<file path="src/rtl/color_pkg.sv">
// rtl/color_pkg.sv - colour codes, filter-select codes and FSM encodings shared by the colour sensor path
package color_pkg;

  typedef enum logic [1:0] {
    NONE  = 2'd0,
    RED   = 2'd1,
    GREEN = 2'd2,
    BLUE  = 2'd3
  } color_e;

  // TCS3200 {S2,S3} filter codes
  localparam logic [1:0] FILT_RED   = 2'b00;
  localparam logic [1:0] FILT_BLUE  = 2'b01;
  localparam logic [1:0] FILT_CLEAR = 2'b10;
  localparam logic [1:0] FILT_GREEN = 2'b11;

  typedef enum logic [1:0] {
    IDLE     = 2'd0,
    SETTLE   = 2'd1,
    GATE     = 2'd2,
    CLASSIFY = 2'd3
  } state_e;

  typedef enum logic [1:0] {
    CH_RED   = 2'd0,
    CH_GREEN = 2'd1,
    CH_BLUE  = 2'd2,
    CH_CLEAR = 2'd3
  } chan_e;

  function automatic logic [1:0] chan_filter(input chan_e ch);
    case (ch)
      CH_RED:   return FILT_RED;
      CH_GREEN: return FILT_GREEN;
      CH_BLUE:  return FILT_BLUE;
      default:  return FILT_CLEAR;
    endcase
  endfunction

endpackage

</file>
<file path="src/rtl/sig_edge_sync.sv">
// rtl/sig_edge_sync.sv - 2-FF synchroniser followed by a registered rising-edge pulse
module sig_edge_sync (
  input  logic clock,
  input  logic reset,
  input  logic din,
  output logic pulse
);

  logic meta_q, sync_q, prev_q, pulse_q;
  logic pulse_d;

  always_comb begin
    pulse_d = sync_q & ~prev_q;
  end

  always_ff @(posedge clock or posedge reset) begin
    if (reset) begin
      meta_q  <= 1'b0;
      sync_q  <= 1'b0;
      prev_q  <= 1'b0;
      pulse_q <= 1'b0;
    end else begin
      meta_q  <= din;
      sync_q  <= meta_q;
      prev_q  <= sync_q;
      pulse_q <= pulse_d;
    end
  end

  assign pulse = pulse_q;

endmodule

</file>
<file path="src/rtl/color_freq_sensor.sv">
// rtl/color_freq_sensor.sv - sweeps TCS3200 filters, counts output edges per gate window, classifies colour
module color_freq_sensor
  import color_pkg::*;
#(
  parameter int GATE_CYCLES   = 100000,
  parameter int SETTLE_CYCLES = 10000,
  parameter int CNT_W         = 16,
  parameter int MIN_CLEAR     = 50
) (
  input  logic             clock,
  input  logic             reset,
  input  logic             enable,
  input  logic             colorsignal,
  output logic             S0,
  output logic             S1,
  output logic             S2,
  output logic             S3,
  output logic [CNT_W-1:0] red_cnt,
  output logic [CNT_W-1:0] green_cnt,
  output logic [CNT_W-1:0] blue_cnt,
  output logic [CNT_W-1:0] clear_cnt,
  output logic [1:0]       color,
  output logic             color_valid
);

  localparam logic [31:0]      SETTLE_LAST = 32'(SETTLE_CYCLES - 1);
  localparam logic [31:0]      GATE_LAST   = 32'(GATE_CYCLES - 1);
  localparam logic [CNT_W-1:0] CNT_MAX     = '1;
  localparam logic [CNT_W-1:0] CNT_ONE     = CNT_W'(1);
  localparam logic [CNT_W-1:0] CLEAR_MIN   = CNT_W'(MIN_CLEAR);

  state_e           state_q, state_d;
  chan_e            chan_q, chan_d;
  logic [31:0]      timer_q, timer_d;
  logic [CNT_W-1:0] cnt_q, cnt_d, cnt_next;
  logic [CNT_W-1:0] red_q, red_d, green_q, green_d, blue_q, blue_d, clear_q, clear_d;
  color_e           color_q, color_d, class_color;
  logic             valid_q, valid_d;
  logic             edge_pulse;

  sig_edge_sync u_sync (
    .clock (clock),
    .reset (reset),
    .din   (colorsignal),
    .pulse (edge_pulse)
  );

  // Saturating edge count including the edge seen this cycle
  always_comb begin
    cnt_next = cnt_q;
    if (edge_pulse && (cnt_q != CNT_MAX)) cnt_next = cnt_q + CNT_ONE;
  end

  // Ties resolve red > green > blue by comparison order
  always_comb begin
    class_color = BLUE;
    if (clear_q < CLEAR_MIN)                          class_color = NONE;
    else if ((red_q >= green_q) && (red_q >= blue_q)) class_color = RED;
    else if (green_q >= blue_q)                       class_color = GREEN;
  end

  always_comb begin
    state_d = state_q;
    chan_d  = chan_q;
    timer_d = timer_q;
    cnt_d   = cnt_q;
    red_d   = red_q;
    green_d = green_q;
    blue_d  = blue_q;
    clear_d = clear_q;
    color_d = color_q;
    valid_d = 1'b0;
    case (state_q)
      IDLE: begin
        timer_d = '0;
        cnt_d   = '0;
        chan_d  = CH_RED;
        if (enable) state_d = SETTLE;
      end
      SETTLE: begin
        cnt_d = '0;
        if (!enable) begin
          state_d = IDLE;
          chan_d  = CH_RED;
          timer_d = '0;
        end else if (timer_q == SETTLE_LAST) begin
          state_d = GATE;
          timer_d = '0;
        end else begin
          timer_d = timer_q + 32'd1;
        end
      end
      GATE: begin
        if (!enable) begin
          state_d = IDLE;
          chan_d  = CH_RED;
          timer_d = '0;
          cnt_d   = '0;
        end else if (timer_q == GATE_LAST) begin
          timer_d = '0;
          cnt_d   = '0;
          state_d = SETTLE;
          case (chan_q)
            CH_RED:   begin red_d   = cnt_next; chan_d = CH_GREEN; end
            CH_GREEN: begin green_d = cnt_next; chan_d = CH_BLUE;  end
            CH_BLUE:  begin blue_d  = cnt_next; chan_d = CH_CLEAR; end
            default:  begin clear_d = cnt_next; state_d = CLASSIFY; end
          endcase
        end else begin
          timer_d = timer_q + 32'd1;
          cnt_d   = cnt_next;
        end
      end
      CLASSIFY: begin
        color_d = class_color;
        valid_d = 1'b1;
        chan_d  = CH_RED;
        timer_d = '0;
        cnt_d   = '0;
        state_d = enable ? SETTLE : IDLE;
      end
      default: state_d = IDLE;
    endcase
  end

  always_ff @(posedge clock or posedge reset) begin
    if (reset) begin
      state_q <= IDLE;
      chan_q  <= CH_RED;
      timer_q <= '0;
      cnt_q   <= '0;
      red_q   <= '0;
      green_q <= '0;
      blue_q  <= '0;
      clear_q <= '0;
      color_q <= NONE;
      valid_q <= 1'b0;
    end else begin
      state_q <= state_d;
      chan_q  <= chan_d;
      timer_q <= timer_d;
      cnt_q   <= cnt_d;
      red_q   <= red_d;
      green_q <= green_d;
      blue_q  <= blue_d;
      clear_q <= clear_d;
      color_q <= color_d;
      valid_q <= valid_d;
    end
  end

  assign S0          = 1'b1;
  assign S1          = 1'b0;
  assign {S2, S3}    = chan_filter(chan_q);
  assign red_cnt     = red_q;
  assign green_cnt   = green_q;
  assign blue_cnt    = blue_q;
  assign clear_cnt   = clear_q;
  assign color       = color_q;
  assign color_valid = valid_q;

endmodule

</file>
<file path="config.mk">
export PLATFORM = sky130hd
export DESIGN_NAME = color_freq_sensor
export DESIGN_NICKNAME = d
export VERILOG_FILES = /design/src/rtl/color_pkg.sv /design/src/rtl/sig_edge_sync.sv /design/src/rtl/color_freq_sensor.sv
export SDC_FILE = /design/constraint.sdc
export NUM_CORES = 1
export LEC_CHECK = 0
export ABC_AREA = 1
export CORE_UTILIZATION = 35
export DETAILED_ROUTE_END_ITERATION = 8
export HOLD_SLACK_MARGIN = 0.02
export PLACE_DENSITY = 0.54
export REMOVE_ABC_BUFFERS = 1
export SETUP_SLACK_MARGIN = 0.2
export SLEW_MARGIN = 40
export SYNTH_ARGS = -nofsm -noshare
export SYNTH_HDL_FRONTEND = slang
export SYNTH_SLANG_ARGS = --single-unit
</file>
<file path="constraint.sdc">
create_clock -name clock -period 3.9 [get_ports clock]
set_input_delay 0.78 -clock clock [delete_from_list [all_inputs] [get_ports clock]]
set_output_delay 0.78 -clock clock [all_outputs]
set_load 0.01 [all_outputs]
</file>
==> run_1/pins.png <==
Pins as bars across the die edge, other pins in grey.
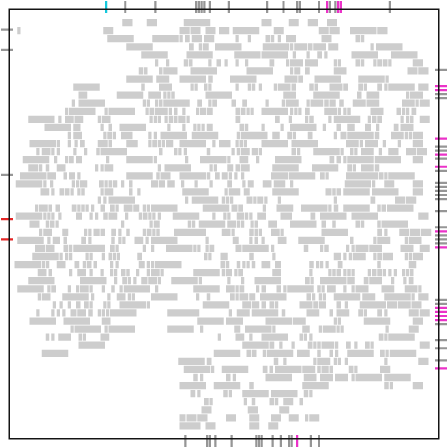
- magenta: red_cnt (pins 16; direction output; edge 12 right, 3 top, 1 bottom)
- cyan: colorsignal (pins 1; direction input; edge top)
- red: color (pins 2; direction output; edge left)
- all pins by edge: 35 right, 20 top, 15 bottom, 5 left
# port buffers: 72
Die Ht: 144 microns
Die X: 144 microns

==> run_1/clock_map.png <==
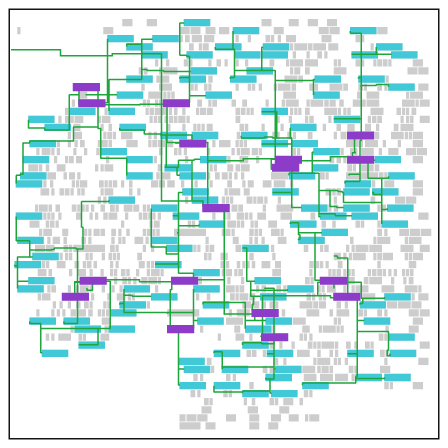
- purple: cells driving clock nets (count 17)
- green: clock wires (length 1900 microns)
- cyan: flip-flops (count 123)
- routed clock nets: 18

==> run_1/final_placement.png <==
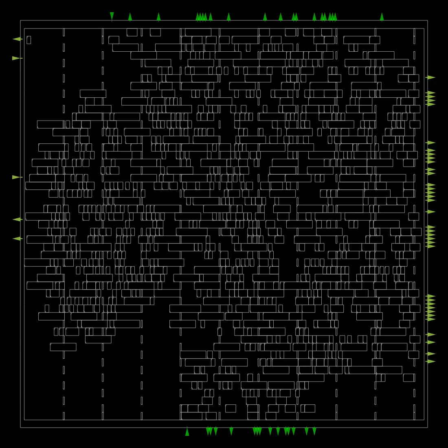
sequential cell area share: 35.4%
Well Taps: 265
flop count: 123
core area: 19700 sq um

==> run_1/port_nets.png <==
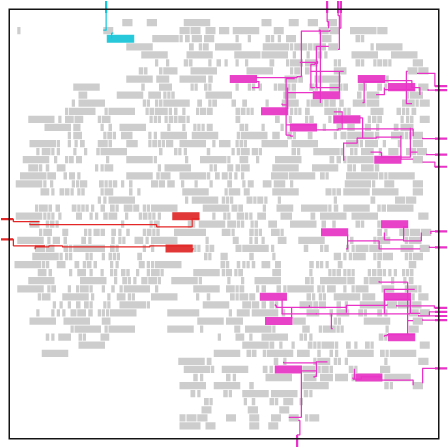
- red: color (direction output; edge left; end cells 2; wire 140 microns)
- cyan: colorsignal (direction input; edge top; end cells 1; wire 9.60 microns)
- magenta: red_cnt (direction output; edge 12 right, 3 top, 1 bottom; end cells 16; wire 780 microns)
Ports: 75

[run 1: worst max-delay path: cells and delay by family, from the launching register on]
| kind | cells | cell delay (ns) |
|---|---|---|
| buffers and inverters | 2 | 0.66 |
| AND/OR/NAND/NOR | 8 | 1.11 |
| flip-flops | 1 | 0.48 |
| adder cells (fa/ha/maj) | 1 | 0.24 |
[run 1: worst min path at each step]
stage               slack (ns)  depth (start not counted)             to
finish                    0.34                          0  u_sync.sync_q
global route              0.36                          0  u_sync.sync_q
CTS                       0.34                          0  u_sync.sync_q
detailed placement        0.34                          0  u_sync.sync_q
global placement          0.34                          0  u_sync.sync_q
floorplan                 0.33                          0  u_sync.sync_q
[run 1: synthesized netlist by cell type (all sizes together)]
library cell,instances,area (sq um)
o21ai,71,404
a22oi,1,7.51
inv,110,413
clkbuf,3,11.3
o2111a,2,22.5
nand2,236,916
or2,4,25.0
nor4,3,18.8
xor2,31,272
o21bai,3,22.5
nor3b,1,7.51
nand3b,2,15.0
conb,2,7.51
buf,18,108
nor3,25,130
xnor2,7,61.3
nand3,36,185
nor2,120,470
dfrtp,123,3080
a21oi,18,90.1
nand4,19,119
a21o,2,15.0
ha,54,676
a21boi,1,7.51
o21a,1,7.51
[run 1: final cells by class]
cell class	count	area [sq um]	area share, %
Clock buffer	18	439	5.05
Clock inverter	14	194	2.23
Inverter	110	415	4.78
Multi-Input combinational cell	639	3480	40.0
Sequential cell	123	3080	35.4
Tap cell	265	332	3.81
Timing Repair Buffer	75	756	8.69
[run 1: per-stage QoR]
step | total power [W] | setup TNS, ns | worst slack (ns)
after floorplan | 0.00152 | -18.56 | -0.151
after global placement | 0.00162 | 0 | 1.14
after detailed placement | 0.00162 | 0 | 1.16
after CTS | 0.00334 | 0 | 1.21
after global routing | 0.00343 | 0 | 0.978
final | 0.00330 | 0 | 1.27
[run 1: per-layer routing]
layer / track usage (%) / share of wire [%] / vias up
li1: - / - / 2995
met1: 23.0 / 46 / 2705
met2: 32.3 / 49 / 98
met3: 3.84 / 4.1 / 23
met4: 5.65 / 1.4 / 0
met5: 0 / 0 / -
[run 1: cell families (layout without fill, tap and decap cells)]
| kind of cell | Yosys count | after routing | synth area share (%) |
|---|---|---|---|
| compound gates | 99 | 99 | 8.14 |
| xor+xnor | 38 | 38 | 4.69 |
| fa+ha+maj | 54 | 54 | 9.53 |
| buf+inv | 131 | 217 | 7.50 |
| flops | 123 | 123 | 43.4 |
| other cells | 2 | 2 | 0.106 |
| simple gates | 446 | 446 | 26.6 |
[run 1: power groups by stage]
| stage | clock (W) | combinational (W) | sequential [W] |
|---|---|---|---|
| final | 0.00171 | 0.000253 | 0.00134 |
| after global routing | 0.00179 | 0.000292 | 0.00134 |
| after CTS | 0.00174 | 0.000262 | 0.00134 |
| after detailed placement | 0 | 0.000261 | 0.00136 |
| after global placement | 0 | 0.000262 | 0.00136 |
| after floorplan | 0 | 0.000171 | 0.00135 |
[run 1: flip-flops by register name (all words and copies together), names as in the netlist]
name           flops
blue_cnt          16
chan_q             2
clear_cnt         16
cnt_q             16
color              2
color_valid        1
green_cnt         16
red_cnt           16
state_q            2
timer_q           32
u_sync.meta_q      1
u_sync.prev_q      1
u_sync.pulse       1
u_sync.sync_q      1
==> results.ini, run 1 <==
[grt]
grt_pass1_wl_microns=29500
grt.total_usage_pct=18.6

[final_layout]
final_nets=1024
n_fill_cell=2072
fin_area_sq_um=8690
final_cells=1244
final_core_util_pct=44.2

[placement]
gp_congestion=0.925
post_dp_cell_area_sq_um=8060
dp_hpwl_microns=13000

[synthesis]
synth.distinct_cells=38
synthCells=893
synth_area_per_cell_sq_um=7.94

[timing]
max_freq_ghz=0.380
setup_violations=0

[cts]
cts-root-buf=clkbuf_16
clock_latency_ns=0.42
cts.repair.resized=0
post-cts-setup-buffer-count=0
htreeDepth=4
max-clock-path-buffers=2
cts_tree=yes
cts-buffers-inserted=17

[routing]
wl_per_cell_microns=14.3
drc=0
final_antenna_net_count=0
firstDrtPassIters=4
avgViaCountPerCell=4.68

[pwr]
seq_power_share_pct=40.6
pwr_density_cell_nw_per_um2=379

[critical_path]
critical_path_class=register to register
r2r_start=timer_q[0]
worst_setup_path_start_kind=register

[hold_path]
min-delay-start=u_sync.meta_q

[outcome]
status=completed

[die]
die_area_sq_um=20800

## Run 2: what changed since run 1
--- a/config.mk
+++ b/config.mk
@@ -9,7 +9,7 @@
 export CORE_UTILIZATION = 35
 export DETAILED_ROUTE_END_ITERATION = 8
 export HOLD_SLACK_MARGIN = 0.02
-export PLACE_DENSITY = 0.54
+export PLACE_DENSITY = 0.52
 export REMOVE_ABC_BUFFERS = 1
 export SETUP_SLACK_MARGIN = 0.2
 export SLEW_MARGIN = 40
==> constraint.sdc (replaced) <==
create_clock -name clock -period 2.54 [get_ports clock]
set_input_delay 0.508 -clock clock [delete_from_list [all_inputs] [get_ports clock]]
set_output_delay 0.508 -clock clock [all_outputs]
set_load 0.01 [all_outputs]
==> run_2/port_nets.png <==
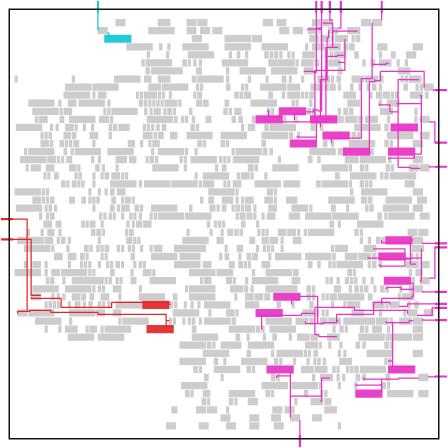
- cyan: colorsignal (direction input; edge top; end cells 1; wire 8.70 microns)
- magenta: red_cnt (direction output; edge 10 right, 5 top, 1 bottom; end cells 16; wire 899 microns)
- red: color (direction output; edge left; end cells 2; wire 177 microns)

==> results.ini, run 2 <==
[synthesis]
edf_count=0
aoi_share_pct=8.14
synth_area_per_cell_sq_um=7.94
yosys.area_share.simple_pct=26.6
ys_sh_xor_pct=4.69
ys_top_logic_family=simple AND/OR/NAND/NOR gates
yosysMostFrequentCell=nand2_1
adder_share_pct=9.53
yosysTopAreaCell=dfrtp_1
synth.distinct_cells=38

[final_layout]
final_core_util_pct=44.8
final_nets=1034
fin_area_sq_um=8800
top_register=timer_q
largest_reg_flops=32

[hold_path]
worstHoldEndpoint=u_sync.sync_q
min-delay-start=u_sync.meta_q
hold_depth=0

[grt]
grt_pass1_wl_microns=30000

[cts]
max-clock-path-buffers=2
htreeDepth=4
cts-buffers-inserted=17
cts-root-buf=clkbuf_16

[routing]
wl_per_cell_microns=14.3
avgViaCountPerCell=4.69
final_antenna_net_count=0

[outcome]
status=completed

[placement]
post_dp_cell_area_sq_um=8140
gp_congestion=0.964
io_buffer_count=72
dp_hpwl_microns=13900

[die]
die_area_sq_um=20800
ios=75

[timing]
finalWorstSetupSlack_ns=0.278
max_freq_ghz=0.442

[pwr]
total_power_w=0.00516
pwr_density_cell_nw_per_um2=586

[critical_path]
critical_path_class=register to output pin
r2r_start=cnt_q[1]
crit_buf_inv=2

==> run_2/pins.png <==
Pins as bars across the die edge, other pins in grey.
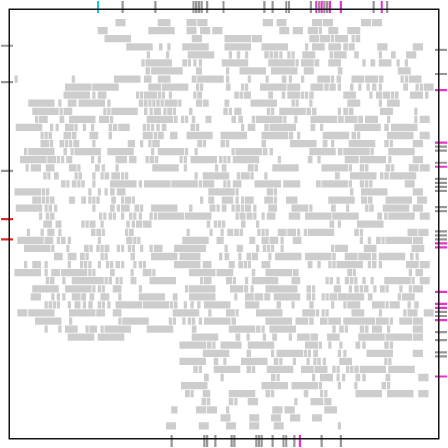

==> run 2: netlist changes by cell type in the layout (fill, tap and decap cells not counted), sizes merged <==
cell           previous run  this run
inv                     112       110
dlymetal6s2s              0         1
buf                       3        13
clkdlybuf4s50            72        71
clkinv                    3         5
clkinvlp                  5         2
bufinv                    4         5
clkbuf                   18        20
==> run 2: worst max path at each step <==
| stage | from | endpoint | slack [ns] | depth (start not counted) |
|---|---|---|---|---|
| detailed placement | cnt_q[0] | green_cnt[4] | 0.27 | 11 |
| floorplan | reset | blue_cnt[0] | -1.24 | 1 |
| finish | chan_q[1] | S3 | 0.28 | 3 |
| global route | chan_q[1] | S3 | 0.20 | 3 |
| CTS | chan_q[1] | S2 | 0.23 | 5 |
| global placement | cnt_q[0] | green_cnt[4] | 0.29 | 11 |
==> run 2: metal layers <==
| metal | up-vias | GRT usage (%) | wire (microns) |
|---|---|---|---|
| met5 | - | 0 | 0 |
| met4 | 0 | 6.15 | 268 |
| met3 | 25 | 3.74 | 447 |
| met2 | 76 | 32.8 | 8970 |
| met1 | 2749 | 23.6 | 8290 |
| li1 | 3025 | - | - |
==> run 2: power by group <==
group	leakage (nW)	switching (W)	total [W]	internal, W
clock network	0.316	0.000886	0.00267	0.00179
registers	1.71	0.0000352	0.00204	0.00201
logic	1.92	0.000309	0.000446	0.000137
==> run 2: area by class of cell <==
class | instances | area, sq um
tap | 265 | 332
timing repair buffer | 85 | 846
inverter | 110 | 418
fill | 2052 | 10900
clock buffer | 20 | 457
sequential | 123 | 3080
multi-input combinational | 639 | 3480
clock inverter | 12 | 194
==> run 2: cells by family after synthesis <==
family	Yosys count
buffers and inverters	131
AOI/OAI and AO/OA	99
other	2
adders and majority gates	54
and+or+nand+nor	446
xor gates and xnor gates	38
DFF	123
==> run 2: what timing repair did <==
item | CTS | global route
gates resized | 0 | 3
endpoints found under the setup margin | 0 | 29
setup buffers | 0 | 1
==> run 2: metrics by stage <==
step,setup TNS (ns),hold WS (ns),std cells
floorplan,-152.38,0.331,872
global placement,0,0.333,1221
detailed placement,0,0.336,1221
CTS,0,0.350,1253
global route,0,0.362,1254
finish,0,0.347,1254
Power figures rest on the tool's default switching activity, not on a simulated workload.
